===== config.mk =====
export PLATFORM = sky130hd
export DESIGN_NAME = led_frame_scheduler_flat
export DESIGN_NICKNAME = d
export VERILOG_FILES = /design/src/rtl/led_frame_scheduler_if.sv /design/src/rtl/led_frame_scheduler.sv /design/src/flat_wrapper.sv
export SDC_FILE = /design/constraint.sdc
export NUM_CORES = 1
export LEC_CHECK = 0
export CAP_MARGIN = 5
export CORE_MARGIN = 8
export CORE_UTILIZATION = 36
export DETAILED_ROUTE_END_ITERATION = 10
export GPL_ROUTABILITY_DRIVEN = 0
export GPL_TIMING_DRIVEN = 0
export PLACE_DENSITY = 0.56
export SETUP_SLACK_MARGIN = 0.15
export SLEW_MARGIN = 20
export SYNTH_ARGS = -nofsm -noshare
export SYNTH_HDL_FRONTEND = slang
export SYNTH_SLANG_ARGS = --single-unit

===== constraint.sdc =====
create_clock -name clk -period 6.46 [get_ports clk]
set_input_delay 0.969 -clock clk [delete_from_list [all_inputs] [get_ports clk]]
set_output_delay 0.969 -clock clk [all_outputs]
set_load 0.005 [all_outputs]

===== src/rtl/led_frame_scheduler_if.sv =====
// Pixel RAM read port plus valid/ready pixel stream toward the LED encoder.
interface led_frame_scheduler_if #(
    parameter int unsigned IDX_BITS = 3
);
    logic                rd_en;
    logic [IDX_BITS-1:0] rd_addr;
    logic [23:0]         rd_data;
    logic [23:0]         pix_data;
    logic                pix_valid;
    logic                pix_ready;

    modport master (
        output rd_en,
        output rd_addr,
        input  rd_data,
        output pix_data,
        output pix_valid,
        input  pix_ready
    );

    modport slave (
        input  rd_en,
        input  rd_addr,
        output rd_data,
        input  pix_data,
        input  pix_valid,
        output pix_ready
    );
endinterface


===== src/rtl/led_frame_scheduler.sv =====
// Frame sequencer: fetches LENGTH pixels from a synchronous RAM, scales them by a
// per-frame brightness, hands them to the encoder over valid/ready, then idles the
// line for LATCH_CYCLES clocks before signalling frame completion.
module led_frame_scheduler #(
    parameter  int unsigned LENGTH       = 5,
    parameter  int unsigned LATCH_CYCLES = 2500,
    localparam int unsigned IDX_BITS     = $clog2(LENGTH + 1)
) (
    input  logic                  clk,
    input  logic                  rst,
    input  logic                  start,
    input  logic                  continuous,
    input  logic [7:0]            brightness,
    output logic                  sending_data,
    output logic                  busy,
    output logic                  frame_done,
    output logic [IDX_BITS-1:0]   cur_led,
    led_frame_scheduler_if.master bus
);

    // Counter only needs to hold LATCH_CYCLES-1; keep at least one bit.
    localparam int unsigned LAT_BITS = (LATCH_CYCLES > 1) ? $clog2(LATCH_CYCLES) : 1;
    localparam logic [IDX_BITS-1:0] LAST_IDX = IDX_BITS'(LENGTH - 1);
    localparam logic [LAT_BITS-1:0] LAT_LOAD = LAT_BITS'(LATCH_CYCLES - 1);

    typedef enum logic [2:0] {
        S_IDLE,
        S_FETCH,
        S_WAIT,
        S_PRESENT,
        S_LATCH
    } state_t;

    state_t              state, state_n;
    logic [IDX_BITS-1:0] idx, idx_n;
    logic [LAT_BITS-1:0] lat_cnt, lat_cnt_n;
    logic [7:0]          bri_q, bri_n;
    logic                done_n;

    // Each colour byte scaled as (c * (bri + 1)) >> 8, so 255 is identity.
    function automatic logic [23:0] scale(input logic [23:0] pix, input logic [7:0] bri);
        logic [15:0] prod;
        logic [23:0] res;
        res = '0;
        for (int b = 0; b < 3; b++) begin
            prod = 16'(pix[b*8 +: 8]) * (16'(bri) + 16'd1);
            res[b*8 +: 8] = 8'(prod >> 8);
        end
        return res;
    endfunction

    // Next-state, index, latch counter and brightness capture.
    always_comb begin
        state_n   = state;
        idx_n     = idx;
        lat_cnt_n = lat_cnt;
        bri_n     = bri_q;
        done_n    = 1'b0;
        unique case (state)
            S_IDLE: begin
                if (start) begin
                    bri_n   = brightness;
                    idx_n   = '0;
                    state_n = S_FETCH;
                end
            end
            S_FETCH:   state_n = S_WAIT;
            S_WAIT:    state_n = S_PRESENT;
            S_PRESENT: begin
                if (bus.pix_ready) begin
                    if (idx == LAST_IDX) begin
                        lat_cnt_n = LAT_LOAD;
                        state_n   = S_LATCH;
                    end else begin
                        idx_n   = idx + IDX_BITS'(1);
                        state_n = S_FETCH;
                    end
                end
            end
            S_LATCH: begin
                if (lat_cnt == '0) begin
                    if (continuous) begin
                        bri_n   = brightness;
                        idx_n   = '0;
                        state_n = S_FETCH;
                    end else begin
                        state_n = S_IDLE;
                    end
                end else begin
                    lat_cnt_n = lat_cnt - LAT_BITS'(1);
                end
            end
            default: state_n = S_IDLE;
        endcase
        // Pulse lands on the final cycle spent in LATCH.
        if (state_n == S_LATCH && lat_cnt_n == '0) begin
            done_n = 1'b1;
        end
    end

    // State and datapath registers.
    always_ff @(posedge clk or posedge rst) begin
        if (rst) begin
            state   <= S_IDLE;
            idx     <= '0;
            lat_cnt <= '0;
            bri_q   <= '0;
        end else begin
            state   <= state_n;
            idx     <= idx_n;
            lat_cnt <= lat_cnt_n;
            bri_q   <= bri_n;
        end
    end

    // Registered outputs decoded from the upcoming state.
    always_ff @(posedge clk or posedge rst) begin
        if (rst) begin
            bus.rd_en     <= 1'b0;
            bus.rd_addr   <= '0;
            bus.pix_data  <= '0;
            bus.pix_valid <= 1'b0;
            sending_data  <= 1'b0;
            busy          <= 1'b0;
            frame_done    <= 1'b0;
            cur_led       <= '0;
        end else begin
            bus.rd_en     <= (state_n == S_FETCH);
            bus.rd_addr   <= idx_n;
            bus.pix_valid <= (state_n == S_PRESENT);
            if (state == S_WAIT) begin
                bus.pix_data <= scale(bus.rd_data, bri_q);
            end
            sending_data  <= (state_n == S_FETCH) || (state_n == S_WAIT) ||
                             (state_n == S_PRESENT);
            busy          <= (state_n != S_IDLE);
            frame_done    <= done_n;
            cur_led       <= idx_n;
        end
    end

endmodule

===== src/flat_wrapper.sv =====
// flat-port wrapper written by rule: the top's interface ports become plain ports
module led_frame_scheduler_flat 
#(
    parameter  int unsigned LENGTH       = 5,
    parameter  int unsigned LATCH_CYCLES = 2500,
    localparam int unsigned IDX_BITS     = $clog2(LENGTH + 1)
)
  (clk, rst, start, continuous, brightness, sending_data, busy, frame_done, cur_led, bus_rd_en, bus_rd_addr, bus_rd_data, bus_pix_data, bus_pix_valid, bus_pix_ready);
  led_frame_scheduler_if bus_i ();
  input  logic clk;
  input  logic rst;
  input  logic start;
  input  logic continuous;
  input  logic [7:0] brightness;
  output logic sending_data;
  output logic busy;
  output logic frame_done;
  output logic [IDX_BITS-1:0] cur_led;
  output wire logic [$bits(bus_i.rd_en)-1:0] bus_rd_en;
  output wire logic [$bits(bus_i.rd_addr)-1:0] bus_rd_addr;
  input wire logic [$bits(bus_i.rd_data)-1:0] bus_rd_data;
  output wire logic [$bits(bus_i.pix_data)-1:0] bus_pix_data;
  output wire logic [$bits(bus_i.pix_valid)-1:0] bus_pix_valid;
  input wire logic [$bits(bus_i.pix_ready)-1:0] bus_pix_ready;
  assign bus_rd_en = bus_i.rd_en;
  assign bus_rd_addr = bus_i.rd_addr;
  assign bus_i.rd_data = bus_rd_data;
  assign bus_pix_data = bus_i.pix_data;
  assign bus_pix_valid = bus_i.pix_valid;
  assign bus_i.pix_ready = bus_pix_ready;
  led_frame_scheduler #(.LENGTH(LENGTH), .LATCH_CYCLES(LATCH_CYCLES)) u_core (.clk(clk), .rst(rst), .start(start), .continuous(continuous), .brightness(brightness), .sending_data(sending_data), .busy(busy), .frame_done(frame_done), .cur_led(cur_led), .bus(bus_i));
endmodule

==> flow_summary.toml, run 1 <==
# implementation run metrics
[layout]
comb_area_um2 = 6710
inv_count = 168
drive_above_1_share_pct = 5.97
largest_class = "multi-input combinational cells"
layout.nonclk_buf_share_pct = 8.88
comb.multi_input.count = 685
syn_to_final_growth_pct = 17.0
antenna_cells = 0
clkbuf_count = 6
stdcell_count = 1345
buffers_excl_clock = 105
final_area_um2 = 10200
nNetsFinal = 1277
flop-count = 55

[min_path]
hold_depth = 2
hp-class = "reg2reg"
hold_start = "u_core.bus.pix_data[12]"

[timing]
hold-worst-slack_ns = 0.481
post-route-min-period_ns = 5.90
slew_violations = 0
timing.clock.skew_ns = 0.00820
fin_setup_tns_ns = 0
fin_crit_sh_pct = 91.3
hold_violations = 0
rsz0062_at_grt = "false"
slew_headroom_pct = 58.3
fin_ws_ns = 0.560
fmax_mhz = 169
setup_violations = 0

[synth]
top_area_cell = "fa_1"
synthesis.nets = 1193
ys_types = 57
synth-async-reset-ratio_pct = 100
top_area_share_pct = 27.6
ys_area_um2 = 8710
ys_sh_adder_pct = 42.0
yosys_warnings = 0
xor_area_share_pct = 4.33
yosysMostFrequentCell = "inv_1"
synthSimpleGateAreaFrac_pct = 20.8
mux_share_pct = 1.74
flop_cell = "dfrtp_1"
synth-edff-count = 0
synth-seq-cells = 55
synth_seq_share_pct = 15.8
syn_inst = 936
synth_area_um2 = 8710
ys_cells = 936
logic_family = "adder cells"
top_cells_by_area = "fa_1 28%, dfrtp_1 16%, ha_1 14%"
synth-compound-area-share_pct = 6.74
avgSynthCellArea_um2 = 9.30

[critical_path]
r2r.worst_path.cells = 19
crit_arrival_ns = 6.06
cp.required_ns = 6.62
slowest_stage = "fa_1"
slowest_delay_ns = 0.54
rr_endpoint = "u_core.bus.pix_data[15]"
cp-startpoint = "u_core.bri_q[3]"
cp_common_cell = "fa_1"
critical_path.cell_chain = "nand3_1 -> nor2_2 -> and3_1 -> xnor2_2 -> clkbuf_1 -> nor2b_1 -> fa_1 -> fa_1 -> fa_1 -> inv_1 -> fa_1 -> inv_1 -> ha_1 -> o211a_1 -> a221oi_2 -> o21ai_0 -> a21oi_1 -> xnor2_1 -> o21ai_0"
setup.worst_path.end = "u_core.bus.pix_data[15]"
rr_startpoint = "u_core.bri_q[3]"
crit_path_end_kind = "flip-flop"
regToRegSetupSlack_ns = 0.56
cp_top_family = "adder cells"
start_kind = "flip-flop"
path_class = "reg2reg"

[placed_design]
dp.cells = 1332
pre_cts_ws_ns = -0.572
dpl.hpwl_um = 16900
place_area_um2 = 9850
port_buffers = 71

[routing]
drt_iter0_drc = 258
dr_wl_met3_um = 912
drcViolationCount = 0
top_layer_used = "met4"
ant_nets = 0
vias_per_cell = 4.72
wl_per_cell_um = 15.8
firstDrtPassIters = 5
met2_length_um = 10500

[floorplanning]
rows = 57
dieArea_um2 = 29400
core_area_um2 = 24000
die_y_um = 172
io_pins = 72
num_tap_cells = 324
fp_util_pct = 36.2
die_w_um = 172

[global_route]
grtUsageMet1_pct = 20.3
gr-total-overflow = 0
grt_start_max_net_pins = 48
antenna_found_initial = 0
grt_util_met2_pct = 26.5
grt_pass1_vias = 6888

[status]
status = "finished clean"

[clock_network]
ctsResizeCount = 9
clk_pin_slew_ns = 0.08
cts_root_buf = "clkbuf_16"
numCtsBuffers = 5
htree_num_levels = 2
clock_sinks = 55
hold_buffers = 0
cts_tree = "done"
cts_buffer_depth = 2
clock.latency.late_pin_ns = 0.30

[run]
warnings = 28
maxCapViolations = 0
[run 1: state kept, by name, summed over array words and instances (netlist names)]
name,flops
u_core.bus.rd_en,1
u_core.busy,1
u_core.bri_q,8
u_core.lat_cnt,12
u_core.bus.pix_data,24
u_core.bus.pix_valid,1
u_core.state,3
u_core.idx,3
u_core.sending_data,1
u_core.frame_done,1
run_1/registers.png
Bar = 50 µm. Other sequential cells in the stronger gray, the rest of the logic in the fainter gray.
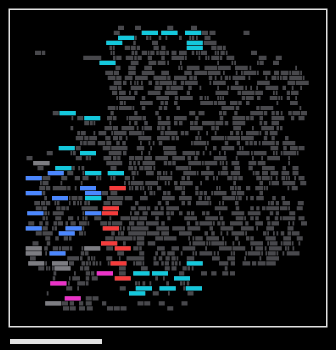
signal	color	placed flops
u_core.idx	magenta	3
u_core.lat_cnt	blue	12
u_core.bus.pix_data	cyan	24
u_core.bri_q	red	8
not colored	8
sequential share of cell area: 13.5%
Finished Core Util: 42.4%
sequential cell area: 1380 µm²

run_1/met3.png
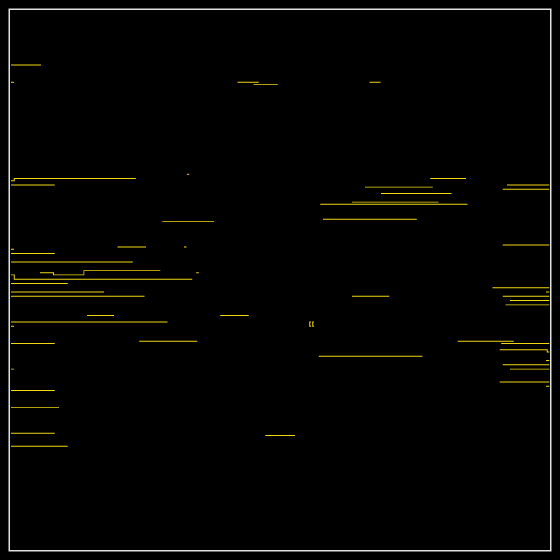
main direction	horizontal
longest straight run	56.4 µm
final WL: 21200 µm
via count: 6354

run_1/final_congestion.png
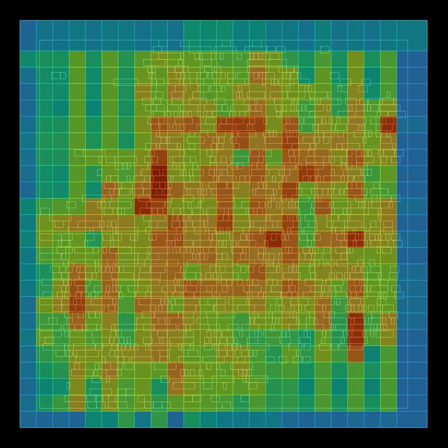
Overall Global Routing Usage: 15.4%
GR Layer Usage met3: 2.43%
most used routing layer: met2

run_1/gate_families.png
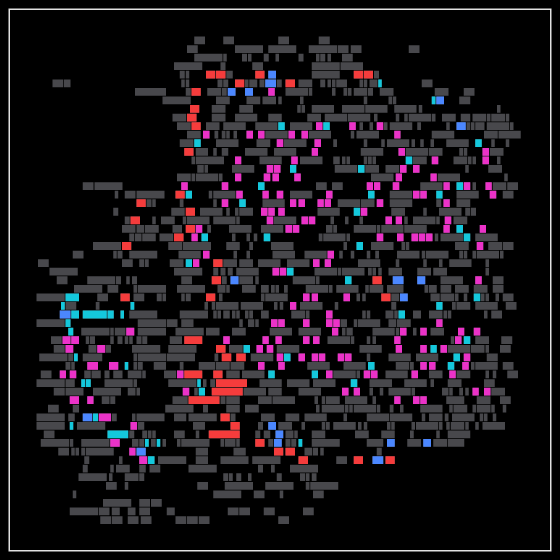
family	color	cells
AND and OR gates	magenta	151
XOR/XNOR gates	red	43
AND-OR and OR-AND gates	blue	19
NOR gates	cyan	59
logic share of the area: 65.8%
Top cell excl fill/tap: inv_1

==> run 2: changes to the inputs <==
Settings changed: CORE_UTILIZATION 36 to 61, PLACE_DENSITY 0.56 to 0.85.
==> flow_summary.toml, run 2 <==
# implementation run metrics
[synth]
flop_cell = "dfrtp_1"
synthesis.nets = 1193
ys_area_um2 = 8710
synth-compound-area-share_pct = 6.74
synth-edff-count = 0
synthSimpleGateAreaFrac_pct = 20.8
ys_types = 57
synth-seq-cells = 55
yosysMostFrequentCell = "inv_1"
ys_sh_adder_pct = 42.0
syn_inst = 936
logic_family = "adder cells"
synth-async-reset-ratio_pct = 100
yosys_warnings = 0
avgSynthCellArea_um2 = 9.30
top_area_cell = "fa_1"
mux_share_pct = 1.74
top_area_share_pct = 27.6
ys_cells = 936
top_cells_by_area = "fa_1 28%, dfrtp_1 16%, ha_1 14%"
synth_area_um2 = 8710
yosys-top-cells-count = "168 x inv_1, 134 x and2_1, 120 x fa_1, 100 x ha_1, 75 x nand2_1"
xor_area_share_pct = 4.33
synth_seq_share_pct = 15.8

[layout]
comb.multi_input.count = 685
top_register = "u_core.bus.pix_data"
largest_registers = "u_core.bus.pix_data x24, u_core.lat_cnt x12, u_core.bri_q x8"
comb_area_um2 = 6650
final_common_cell = "inv_1"
inv_count = 168
syn_to_final_growth_pct = 14.2
antenna_cells = 0
nNetsFinal = 1279
layout.nonclk_buf_share_pct = 9.01
largest_class = "multi-input combinational cells"
final-clk-cell-share_pct = 1.67
flop-count = 55
clkbuf_count = 5
buffers_excl_clock = 107
sh_seq_area_pct = 13.8
largest_reg_flops = 24
regArea_um2 = 1380
drive_above_1_share_pct = 5.48
lay_top_cells = "167 x inv_1, 134 x and2_1, 120 x fa_1"
nFillCells = 1042

[timing]
fin_crit_sh_pct = 93.2
setup_violations = 0
rsz0062_at_grt = "false"
worst_slew_pin_slew_ns = 0.679
fin_ws_ns = 0.439
timing.clock.skew_ns = 0.00904
post-route-min-period_ns = 6.02
fmax_mhz = 166
hold_violations = 0
slew_headroom_pct = 54.7
slew_violations = 0

[clock_network]
htree_num_levels = 2
hold_buffers = 0
post_cts_buffers = 0
clock_sinks = 55
ctsResizeCount = 9
clk_pin_slew_ns = 0.08
cts_root_buf = "clkbuf_16"
cts_tree = "done"
clock.latency.late_pin_ns = 0.30
cts_buffer_depth = 2
numCtsBuffers = 5

[critical_path]
critical_path.cell_chain = "ha_1 -> nand2_1 -> nor2_1 -> xor2_1 -> clkbuf_1 -> and2_1 -> fa_1 -> fa_1 -> fa_1 -> inv_1 -> fa_1 -> inv_1 -> ha_1 -> o211a_1 -> a221oi_2 -> buf_4 -> o21ai_0 -> o31ai_1 -> xnor2_1 -> o21ai_0"
crit_path_end_kind = "flip-flop"
path_class = "reg2reg"
slowest_stage = "xor2_1"
cp_common_cell = "fa_1"
cp-startpoint = "u_core.bri_q[0]"
rr_startpoint = "u_core.bri_q[0]"
cp_top_family = "adder cells"
regToRegSetupSlack_ns = 0.44
cp.required_ns = 6.62
slowest_delay_ns = 0.51
critPathBufInv = 4
setup.worst_path.end = "u_core.bus.pix_data[7]"
crit_arrival_ns = 6.18
r2r.worst_path.cells = 20
rr_endpoint = "u_core.bus.pix_data[7]"
start_kind = "flip-flop"

[floorplanning]
die_w_um = 135
die_y_um = 135
core_area_um2 = 13900
io_pins = 72
dieArea_um2 = 18400
num_tap_cells = 180
rows = 43
fp_util_pct = 62.5

[routing]
wl_per_cell_um = 17.3
ant_nets = 0
met2_length_um = 9950
dr_wl_met3_um = 1550
wl_met1_um = 8510
drt_wl_total_um = 20800
vias_per_cell = 5.63
drt_iter0_drc = 426
vias = 6767
drcViolationCount = 0
firstDrtPassIters = 5
top_layer_used = "met4"

[placed_design]
dpl.hpwl_um = 16200
dp.cells = 1187
pre_cts_ws_ns = -0.298
port_buffers = 71

[min_path]
hp-class = "reg2reg"
hold_depth = 2
holdPathEnd = "u_core.bus.pix_data[21]"
hold_start = "u_core.bus.pix_data[21]"

[run]
warnings = 27
maxCapViolations = 0

[global_route]
antenna_found_initial = 0
grt_pass1_wl_um = 35100
grt_pass1_vias = 7275
grt_use_total_pct = 23.7
grt_start_max_net_pins = 56
gr-total-overflow = 0

[status]
status = "finished clean"
[run 2: stage by stage]
| step | hold slack, ns | setup TNS (ns) | area (µm²) |
|---|---|---|---|
| floorplan | 0.473 | 0 | 8710 |
| global placement | 0.465 | -0.272 | 9640 |
| detailed placement | 0.470 | -1.03 | 9650 |
| CTS | 0.487 | 0 | 9860 |
| global route | 0.515 | 0 | 9940 |
| finish | 0.484 | 0 | 9940 |
[run 2: layer usage]
metal	global-route usage, %	vias up
li1	-	3104
met1	30.0	3362
met2	39.3	253
met3	4.38	48
met4	9.50	0
met5	0	-
run_2/gate_families.png
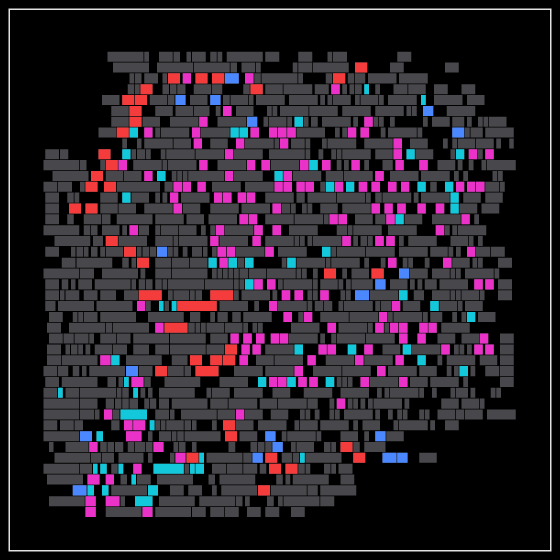
family	color	cells
AND and OR gates	magenta	151
XOR/XNOR gates	red	43
AND-OR and OR-AND gates	blue	19
NOR gates	cyan	59
logic share of the area: 66.8%
Non-Filler Instances: 1202

run_2/registers.png
Bar = 50 µm. Other sequential cells in the stronger gray, the rest of the logic in the fainter gray.
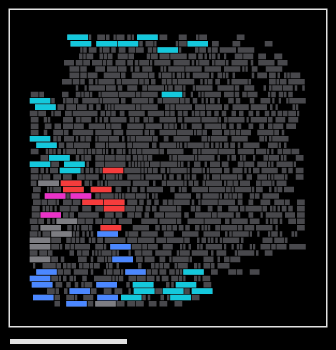
signal	color	placed flops
u_core.bus.pix_data	cyan	24
u_core.bri_q	red	8
u_core.idx	magenta	3
u_core.lat_cnt	blue	12
not colored	8
Finished Core Util: 71.3%

==> run 3: changes to the inputs <==
Settings changed: CORE_MARGIN 8 to not set.
==> flow_summary.toml, run 3 <==
# implementation run metrics
[synth]
yosys-top-cells-count = "168 x inv_1, 134 x and2_1, 120 x fa_1, 100 x ha_1, 75 x nand2_1"
syn_inst = 936
top_area_share_pct = 27.6
ys_types = 57
flop_cell = "dfrtp_1"
synth-edff-count = 0
top_area_cell = "fa_1"
synth_seq_share_pct = 15.8
ys_area_um2 = 8710
synth-seq-cells = 55
synthesis.nets = 1193
synth_area_um2 = 8710
avgSynthCellArea_um2 = 9.30
yosys_warnings = 0
synth-async-reset-ratio_pct = 100
top_cells_by_area = "fa_1 28%, dfrtp_1 16%, ha_1 14%"
yosysMostFrequentCell = "inv_1"
ys_cells = 936

[min_path]
hold_depth = 2
hold_start = "u_core.bus.pix_data[15]"
holdPathEnd = "u_core.bus.pix_data[15]"
hp-class = "reg2reg"

[clock_network]
hold_buffers = 0
clock.latency.late_pin_ns = 0.30
htree_num_levels = 2
numCtsBuffers = 5
clk_pin_slew_ns = 0.08
cts_root_buf = "clkbuf_16"
clock_sinks = 55
cts_tree = "done"
cts_buffer_depth = 2

[layout]
largest_registers = "u_core.bus.pix_data x24, u_core.lat_cnt x12, u_core.bri_q x8"
syn_to_final_growth_pct = 13.8
antenna_cells = 0
nNetsFinal = 1275
largest_reg_flops = 24
lay_top_cells = "167 x inv_1, 134 x and2_1, 120 x fa_1"
final_area_um2 = 9910
final_common_cell = "inv_1"
drive_above_1_share_pct = 5.30
stdcell_count = 1199
top_register = "u_core.bus.pix_data"

[critical_path]
crit_path_end_kind = "flip-flop"
rr_endpoint = "u_core.bus.pix_data[15]"
cp-startpoint = "u_core.bri_q[0]"
path_class = "reg2reg"
r2r.worst_path.cells = 18
critical_path.cell_chain = "clkbuf_1 -> clkbuf_1 -> nand2b_1 -> fa_1 -> fa_1 -> inv_1 -> fa_1 -> inv_1 -> fa_1 -> inv_1 -> ha_1 -> a2111oi_0 -> o41ai_1 -> a221oi_2 -> o21ai_0 -> a21oi_1 -> xnor2_1 -> o21ai_0"
cp_top_family = "adder cells"
setup.worst_path.end = "u_core.bus.pix_data[15]"
rr_startpoint = "u_core.bri_q[0]"
cp.required_ns = 6.63
critPathMaxFanout = 10
slowest_delay_ns = 0.55
critPathBufInv = 5
cp_num_cells = 18
regToRegSetupSlack_ns = 0.47
slowest_stage = "clkbuf_1"
start_kind = "flip-flop"
crit_arrival_ns = 6.15
cp_common_cell = "fa_1"

[routing]
drt_iter0_drc = 322
ant_nets = 0
dr_wl_met3_um = 1320
vias_per_cell = 5.57
met2_length_um = 9560
wl_met1_um = 8410
top_layer_used = "met4"
firstDrtPassIters = 5
wl_per_cell_um = 16.6
drcViolationCount = 0

[timing]
fin_setup_tns_ns = 0
post-route-min-period_ns = 5.99
fin_ws_ns = 0.473
rsz0062_at_grt = "true"
fin_crit_sh_pct = 92.7
fmax_mhz = 167
slew_headroom_pct = 55.1
setup_violations = 0
hold_violations = 0
hold-worst-slack_ns = 0.483
worst_slew_pin_slew_ns = 0.673
timing.clock.skew_ns = 0.00545
slew_violations = 0

[global_route]
grt_start_max_net_pins = 56
antenna_found_initial = 0
grt_pass1_vias = 6926
grt_pass1_wl_um = 33700
grt_use_total_pct = 29.3
grt_busiest_layer = "met2"
gr-total-overflow = 0

[floorplanning]
rows = 43
fp_util_pct = 62.7
die_w_um = 121
core_area_um2 = 13900
dieArea_um2 = 14800
die_y_um = 121
io_pins = 72

[placed_design]
dpl.hpwl_um = 15400
port_buffers = 71
place_area_um2 = 9650
dp.cells = 1187
pre_cts_ws_ns = -0.273

[status]
status = "finished clean"

[run]
maxCapViolations = 0
warnings = 28
## run 3: area by class of cell
class | count | area, µm²
Buffer | 28 | 125
Multi-Input combinational cell | 685 | 6650
Clock inverter | 3 | 33.8
Inverter | 168 | 633
Timing Repair Buffer | 75 | 741
Sequential cell | 55 | 1380
Fill cell | 1045 | 3970
Tap cell | 180 | 225
Clock buffer | 5 | 125
## run 3: timing repair
item                                    CTS  global route
buffers inserted                          0             4
pin swaps                                 0             2
gates resized                             6            12
endpoints found under the setup margin    9            11
## run 3: cells by family (layout without fill, tap and decap cells)
kind of cell	after synthesis	after routing	share of synthesized area [%]
AOI/OAI and AO/OA	92	92	6.74
muxes	14	14	1.74
DFF	55	55	15.8
and+or+nand+nor	316	316	20.8
xor gates and xnor gates	43	43	4.33
adders and majority gates	220	220	42.0
buffers and inverters	196	279	8.59
run_3/final_congestion.png
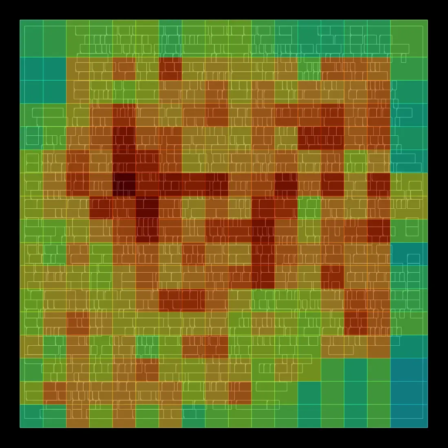
GR Layer Usage met3: 4.23%
met1 Track Usage GR: 40.0%
Finished Core Util: 71.4%

run_3/met2.png
Bar = 20 µm.
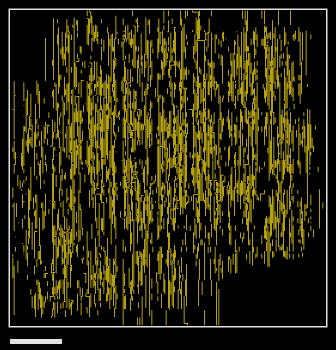
nets with wire on the layer	1092
longest straight run	47.4 µm
wire length on this layer	9560 µm
main direction	vertical
final WL: 19900 µm
M2 GR Usage: 47.8%
via count: 6674

